==> config.mk <==
export PLATFORM = sky130hd
export DESIGN_NAME = rom_read_arbiter
export DESIGN_NICKNAME = d
export VERILOG_FILES = /design/src/rtl/rom_read_arbiter.sv
export SDC_FILE = /design/constraint.sdc
export NUM_CORES = 1
export LEC_CHECK = 0
export CORE_ASPECT_RATIO = 1.2
export CORE_MARGIN = 8
export CORE_UTILIZATION = 57
export CTS_CLUSTER_SIZE = 10
export DETAILED_ROUTE_END_ITERATION = 12
export GPL_ROUTABILITY_DRIVEN = 0
export GPL_TIMING_DRIVEN = 0
export PLACE_DENSITY_LB_ADDON = 0.08
export SLEW_MARGIN = 10
export SYNTH_ARGS = -nofsm -noshare
export SYNTH_HDL_FRONTEND = slang
export SYNTH_SLANG_ARGS = --single-unit
==> constraint.sdc <==
create_clock -name clk -period 6.07 [get_ports clk]
set_input_delay 1.214 -clock clk [delete_from_list [all_inputs] [get_ports clk]]
set_output_delay 1.214 -clock clk [all_outputs]
set_load 0.1 [all_outputs]
ff_map.png
Scale bar: 20 microns. Other sequential cells in the stronger grey, the rest of the logic in the fainter grey.
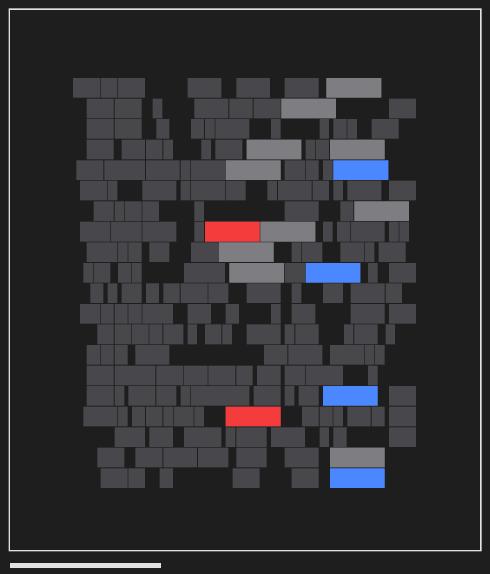
legend:
  red:
    name_in_the_netlist: ptr_q
    placed_flops: 2
  blue:
    name_in_the_netlist: rsp_data
    placed_flops: 4
not coloured: 10
post-layout util: 72.6%
FF/Latch Area: 320 sq um
sequential cell area share: 17.8%

port_trees.png
Scale bar: 20 microns.
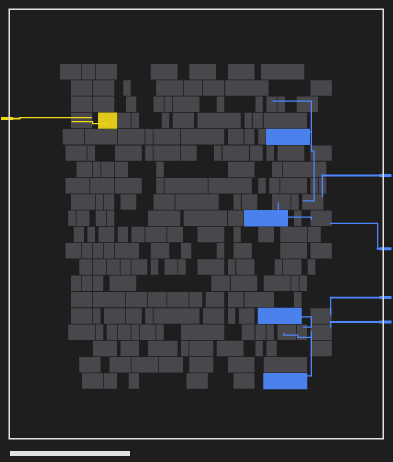
legend:
  blue:
    port: rsp_data
    bits: 4
    direction: output
    edge: right
    end_cells: 4
    buffers: 4
    wire: 100 microns
  yellow:
    port: rom_addr_b
    bits: 1
    direction: output
    edge: left
    end_cells: 1
    buffers: 1
    wire: 19.9 microns
Port Buffers: 25
# IOs: 26

congestion_map.png
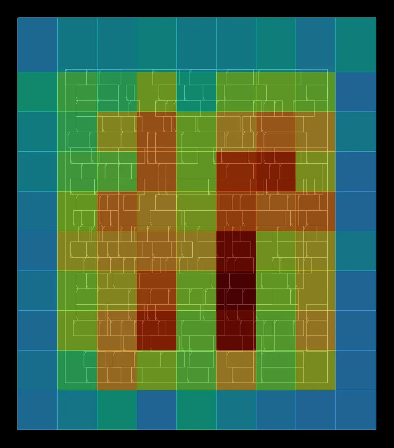
GRT Total Usage: 16.1%
grt met2 use: 32.5%

gates.png
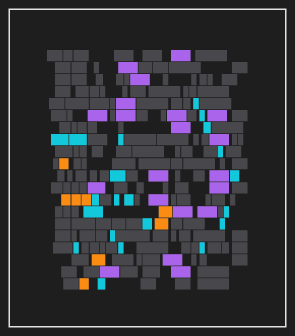
legend:
  orange:
    family: and/or cells
    cells: 8
    most_used: and3_1
  cyan:
    family: nor cells
    cells: 21
    most_used: nor2_1
  purple:
    family: fa/ha/maj cells
    cells: 20
    most_used: ha_1
logic share of the area: 59.0%
Final Instance Count excl. Fillers: 234
most instantiated logic cell after routing: clkdlybuf4s50_1

==> results.json <==
{
  "status": "complete, no violations",
  "crit_chain": "clkdlybuf4s50_1, and2b_2, a22o_2, and3_1, o211ai_1, and3_1, clkbuf_1, ha_1, a22o_1, clkdlybuf4s50_1",
  "cts_tree": "yes",
  "grt-ovfl-total": 0,
  "yosysCellCount": 172,
  "worstPathMaxFanout": 7,
  "avgSynthCellArea_sq_um": 8.51,
  "core_area_sq_mm": 0.00248,
  "remaining_drc_errors": 0,
  "cp_slowest_stage_delay_ns": 1.13,
  "crit_type": "input port to output pin",
  "first_global_vias": 1480,
  "hold_viol": 0,
  "grt_max_degree": 11,
  "most_common_cell": "nand2_1",
  "synthFlopType": "dfxtp_1",
  "drt_iter0_markers": 56,
  "critPathLaunchType": "input port",
  "setup_ws_ns": 0.173,
  "compound_area_share_pct": 27.9,
  "finalSetupTns_ns": 0,
  "worstPathArrival_ns": 4.68,
  "worst_slew_pin_slew_ns": 0.980,
  "tap_cells": 33,
  "top_area_cell": "dfxtp_1",
  "n_antenna_cell": 0,
  "top_logic_kind": "AND-OR/OR-AND gates",
  "ys_chip_area_sq_mm": 0.00146,
  "holdWs_ns": 0.586,
  "yosys_warnings": 0,
  "ff2ff_path_depth": 11,
  "drv_slew": 0,
  "grt_use_met3_pct": 1.56,
  "holdBufCountCts": 0,
  "netlist_top_cells_count": "nand2_1 (20), ha_1 (19), dfxtp_1 (16)",
  "dr_wl_met3_microns": 158,
  "nonClockInverterCount": 12,
  "setup_viol": 0,
  "tool_warnings": 40,
  "first_pass_iters": 6,
  "cp-end-kind": "output pin",
  "vias_per_cell": 6.06,
  "antenna_found_initial": 0,
  "synth_cells": 172,
  "synth.cellmix.simpleShare_pct": 19.8,
  "hpwl_mm": 2.88,
  "drt-total-wl_mm": 3.61,
  "rsz0062_at_grt": "false",
  "period_used_pct": 97.1,
  "ant_nets": 0,
  "synth_flops": 16,
  "largest_cell_class": "multi-input combinational cells",
  "finalCriticalPeriod_ns": 5.90,
  "area.growth.synth_to_final_pct": 22.9,
  "seq_area_frac_synth_pct": 21.9,
  "clk_pin_slew_ns": 0.09
}
[placed cells by master, fill, tap and decap left out, types with 2 or more instances in the layout]
cell and count:
a22oi_2 2, a21oi_1 10, a22oi_1 3, dfxtp_1 16, clkbuf_1 3, clkdlybuf4s50_1 22
a211oi_1 3, nand3_1 2, dlymetal6s2s_1 3, nor2_4 2, o211ai_1 5, o21ai_0 7
nor2_1 11, clkbuf_4 3, nand2_1 20, mux2_2 3, o22ai_1 2, a22o_2 4
mux2_4 2, a31oi_1 3, ha_1 19, clkbuf_8 2, and3_1 3, mux2i_1 5
a32oi_1 2, and4_1 2, nor3_1 3, o21ai_1 2, nor2b_1 2, inv_1 11
a41oi_1 3
[critical path, delay by kind of cell]
| family | cells | cell delay, ns |
|---|---|---|
| compound gates | 3 | 0.56 |
| fa+ha+maj | 1 | 0.21 |
| buf+inv | 3 | 2.01 |
| simple gates | 3 | 0.68 |
[through the flow]
stage / std cells / cell area, sq um
3_5_place_dp: 230 / 1760
2_1_floorplan: 172 / 1460
4_1_cts: 234 / 1790
6_report: 234 / 1800
5_1_grt: 234 / 1800
3_3_place_gp: 230 / 1760
[timing repair]
| action | 4_1_cts | 5_1_grt |
|---|---|---|
| endpoints found under the hold margin | 0 | 0 |
| resized | 0 | 3 |
| setup endpoints to repair | 0 | 3 |
